Figure 1. Routed clock nets over the placement.
The bar under the picture is 50 µm long.
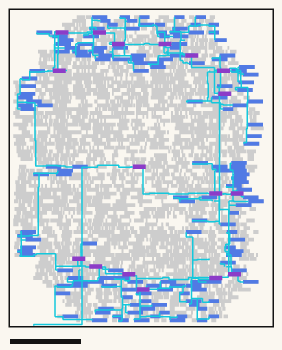
Figure 2. Placement density heat map.
The die is cut into 19 by 22 equal tiles; white is low, dark blue is high, 0 to 100% covered.
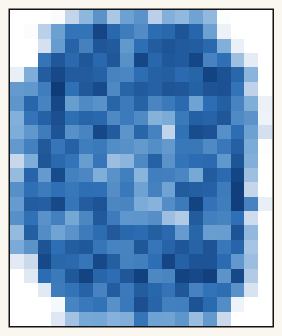
Figure 3. Placed standard cells.
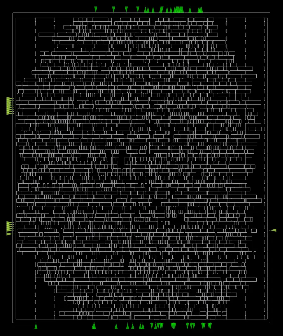
Figure 4. I/O pins on the die edge.
Pins as bars across the die edge, other pins in gray.
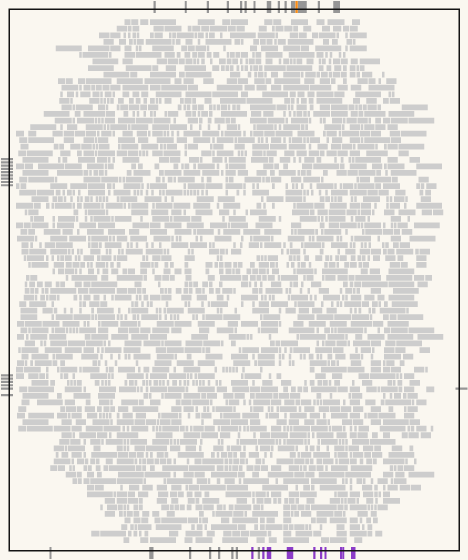
--- src/rtl/fft_pkg.sv ---
// Shared FFT helpers: twiddle generation, saturation and the default-width complex sample type.
package fft_pkg;

    localparam int  OW_DEF = 14;
    localparam real PI     = 3.14159265358979323846;

    typedef struct packed {
        logic signed [OW_DEF-1:0] re;
        logic signed [OW_DEF-1:0] im;
    } cplx_t;

    // Q2.(tw-2) cosine of 2*pi*e/n, rounded to nearest.
    function automatic int tw_cos(input int e, input int n, input int tw);
        real r;
        r = $cos(2.0 * PI * real'(e) / real'(n)) * real'(1 << (tw - 2));
        return int'($floor(r + 0.5));
    endfunction

    function automatic int tw_sin(input int e, input int n, input int tw);
        real r;
        r = $sin(2.0 * PI * real'(e) / real'(n)) * real'(1 << (tw - 2));
        return int'($floor(r + 0.5));
    endfunction

    function automatic longint sat(input longint x, input int ow);
        longint hi;
        longint lo;
        hi = (longint'(1) <<< (ow - 1)) - 1;
        lo = -(longint'(1) <<< (ow - 1));
        if (x > hi) return hi;
        if (x < lo) return lo;
        return x;
    endfunction

endpackage

--- src/rtl/twiddle_rom.sv ---
// Registered (cos, sin) lookup for exponents 0..N/2-1; one cycle of read latency.
module twiddle_rom
    import fft_pkg::*;
#(
    parameter int N  = 16,
    parameter int TW = 12,
    parameter int AW = $clog2(N / 2)
) (
    input  logic                 clk,
    input  logic                 i_en,
    input  logic [AW-1:0]        i_addr,
    output logic signed [TW-1:0] o_cos,
    output logic signed [TW-1:0] o_sin
);

    localparam int DEPTH = N / 2;

    logic signed [TW-1:0] w_cos [DEPTH];
    logic signed [TW-1:0] w_sin [DEPTH];
    logic signed [TW-1:0] r_cos;
    logic signed [TW-1:0] r_sin;

    for (genvar g = 0; g < DEPTH; g++) begin : g_tab
        assign w_cos[g] = TW'(tw_cos(g, N, TW));
        assign w_sin[g] = TW'(tw_sin(g, N, TW));
    end

    always_ff @(posedge clk) begin
        if (i_en) begin
            r_cos <= w_cos[i_addr];
            r_sin <= w_sin[i_addr];
        end
    end

    assign o_cos = r_cos;
    assign o_sin = r_sin;

endmodule

--- src/rtl/twiddle_mult.sv ---
// SDF radix-2 DIF inter-stage rotator: rotates the second half of each 2*DLY frame by W_N^(k*STRIDE).
module twiddle_mult
    import fft_pkg::*;
#(
    parameter int DW  = 14,
    parameter int OW  = 14,
    parameter int TW  = 12,
    parameter int N   = 16,
    parameter int DLY = 4
) (
    input  logic                 clk,
    input  logic                 rst,
    input  logic                 valid_in,
    input  logic                 sync_in,
    input  logic signed [DW-1:0] in_re,
    input  logic signed [DW-1:0] in_im,
    output logic                 valid_out,
    output logic signed [OW-1:0] out_re,
    output logic signed [OW-1:0] out_im
);

    localparam int FRAME  = 2 * DLY;
    localparam int CW     = $clog2(FRAME);
    localparam int STRIDE = N / FRAME;
    localparam int EW     = $clog2(N / 2);
    localparam int PW     = DW + TW;
    localparam int SW     = PW + 1;
    localparam logic signed [SW-1:0] RND = SW'(longint'(1) << (TW - 3));

    logic [CW-1:0]        r_cnt;
    logic [CW-1:0]        w_idx;
    logic [EW-1:0]        w_e;
    logic signed [TW-1:0] w_c;
    logic signed [TW-1:0] w_s;

    logic                 r_v1, r_v2, r_v3;
    logic signed [DW-1:0] r_a, r_b;
    logic signed [PW-1:0] r_ac, r_bs, r_bc, r_as;
    logic signed [SW-1:0] w_re_sum, w_im_sum, w_re_sh, w_im_sh;
    logic signed [OW-1:0] r_re, r_im;

    // A qualified sync forces this sample to frame index 0.
    always_comb begin
        w_idx = (valid_in && sync_in) ? '0 : r_cnt;
        if (int'(w_idx) < DLY) w_e = '0;
        else                   w_e = EW'((int'(w_idx) - DLY) * STRIDE);
    end

    always_ff @(posedge clk) begin
        if (rst)           r_cnt <= '0;
        else if (valid_in) r_cnt <= w_idx + CW'(1);
    end

    twiddle_rom #(.N(N), .TW(TW)) u_rom (
        .clk    (clk),
        .i_en   (valid_in),
        .i_addr (w_e),
        .o_cos  (w_c),
        .o_sin  (w_s)
    );

    always_ff @(posedge clk) begin
        if (rst) begin
            r_v1 <= 1'b0;
            r_v2 <= 1'b0;
            r_v3 <= 1'b0;
        end else begin
            r_v1 <= valid_in;
            r_v2 <= r_v1;
            r_v3 <= r_v2;
        end
    end

    always_ff @(posedge clk) begin
        if (valid_in) begin
            r_a <= in_re;
            r_b <= in_im;
        end
    end

    always_ff @(posedge clk) begin
        if (r_v1) begin
            r_ac <= r_a * w_c;
            r_bs <= r_b * w_s;
            r_bc <= r_b * w_c;
            r_as <= r_a * w_s;
        end
    end

    // (a+jb)(c-js): round half-up back to the input scale before saturating.
    always_comb begin
        w_re_sum = SW'(r_ac) + SW'(r_bs) + RND;
        w_im_sum = SW'(r_bc) - SW'(r_as) + RND;
        w_re_sh  = w_re_sum >>> (TW - 2);
        w_im_sh  = w_im_sum >>> (TW - 2);
    end

    always_ff @(posedge clk) begin
        if (rst) begin
            r_re <= '0;
            r_im <= '0;
        end else if (r_v2) begin
            r_re <= OW'(sat(longint'(w_re_sh), OW));
            r_im <= OW'(sat(longint'(w_im_sh), OW));
        end
    end

    assign valid_out = r_v3;
    assign out_re    = r_re;
    assign out_im    = r_im;

endmodule

--- config.mk ---
export PLATFORM = sky130hd
export DESIGN_NAME = twiddle_mult
export DESIGN_NICKNAME = d
export VERILOG_FILES = /design/src/rtl/fft_pkg.sv /design/src/rtl/twiddle_rom.sv /design/src/rtl/twiddle_mult.sv
export SDC_FILE = /design/constraint.sdc
export NUM_CORES = 1
export LEC_CHECK = 0
export CORE_AREA = 2 2 184 222
export DETAILED_ROUTE_END_ITERATION = 8
export DIE_AREA = 0 0 186 224
export PLACE_DENSITY = 0.79
export SYNTH_ARGS = -nofsm -noshare
export SYNTH_HDL_FRONTEND = slang
export SYNTH_SLANG_ARGS = --single-unit
export TNS_END_PERCENT = 10
--- constraint.sdc ---
create_clock -name clk -period 7.3 [get_ports clk]
set_clock_uncertainty 0.15 [all_clocks]
set_input_delay 1.46 -clock clk [delete_from_list [all_inputs] [get_ports clk]]
set_output_delay 1.46 -clock clk [all_outputs]
set_load 0.05 [all_outputs]
==> flow_summary_export.csv <==
group,metric,value,unit
run_status,status,"completed",
critical_path,end_kind,"flop",
global_routing,grt_pass1_wl,82.70,mm
cts,clk_pin_slew,0.07,ns
flow_run,tool_warnings,35,
pwr,powerSeq,0.00150,W
synth,netlist.area_leader.share,29.06,%
route,wl_per_cell,16.59,µm
cts,htree_levels,4,
critical_path,critical-path-slowest-cell,"o41ai_1",
synth,synth_area_per_cell,10.16,µm²
sta,fin_hold_ws,0.3408,ns
final_layout,non_clock_inverter_count,586,
final_layout,seqAreaFraction,17.81,%
cts,cts_buffer_depth,2,
critical_path,crit_end,"r_ac[25]",
floorplanning,floorplan.rows,80,
critical_path,path_class,"flop to flop",
synth,top_area_cell,"fa_1",
final_layout,fin_cells,2914,
global_routing,top_usage_layer,"met2",
synth,ys_area,23420,µm²
floorplanning,fp_util,59.24,%
critical_path,ff2ff_path_depth,23,
synth,syn_area,23420,µm²
final_layout,drive_gt1_share,3.318,%
synth,edf_count,127,
sta,grt_setup_unrepaired,"false",
route,drtIter0Drc,862,
critical_path,crit_chain,"buf_4 > nand2_1 > inv_1 > fa_1 > inv_1 > fa_1 > inv_1 > ha_1 > fa_1 > inv_1 > fa_1 > inv_1 > ha_1 > a21oi_1 > o21bai_1 > a21oi_1 > o31ai_1 > nor2b_1 > o21ai_1 > a21oi_1 > o41ai_1 > nor2_1 > a211oi_1",
synth,syn_inst,2305,
pwr,pg_comb,0.00577,W
final_layout,nClkBuffers,17,
global_routing,use_met2,42.09,%
synth,ys_types,77,
sta,fin_crit_sh,91.98,%
Notes on Figure 1 above:
[cyan] clock wires | length: 2540 µm
[purple] clock-net drivers | count: 17
[blue] flip-flops | count: 161
flops lie: widely spread
Latency at later pin: 0.48 ns
Power Clock: 0.000942 W
power share of the clock group: 11.5%

Notes on Figure 2 above:
tiles over 75% full: 35%
mean over tiles: 59%
nearly empty tiles: 11%

Notes on Figure 3 above:
registers: 161
final core area utilization: 63.89%
Tapcell Cnt: 533

Notes on Figure 4 above:
[purple] out_im | pins: 14 | direction: output | edge: bottom
[orange] rst | pins: 1 | direction: input | edge: top
all pins by edge: 23 bottom, 22 top, 15 left, 1 right
DIE HEIGHT: 224 µm
die width: 186 µm
PortBufs: 60

No activity file was given, so power comes from the tool's default toggle rates.
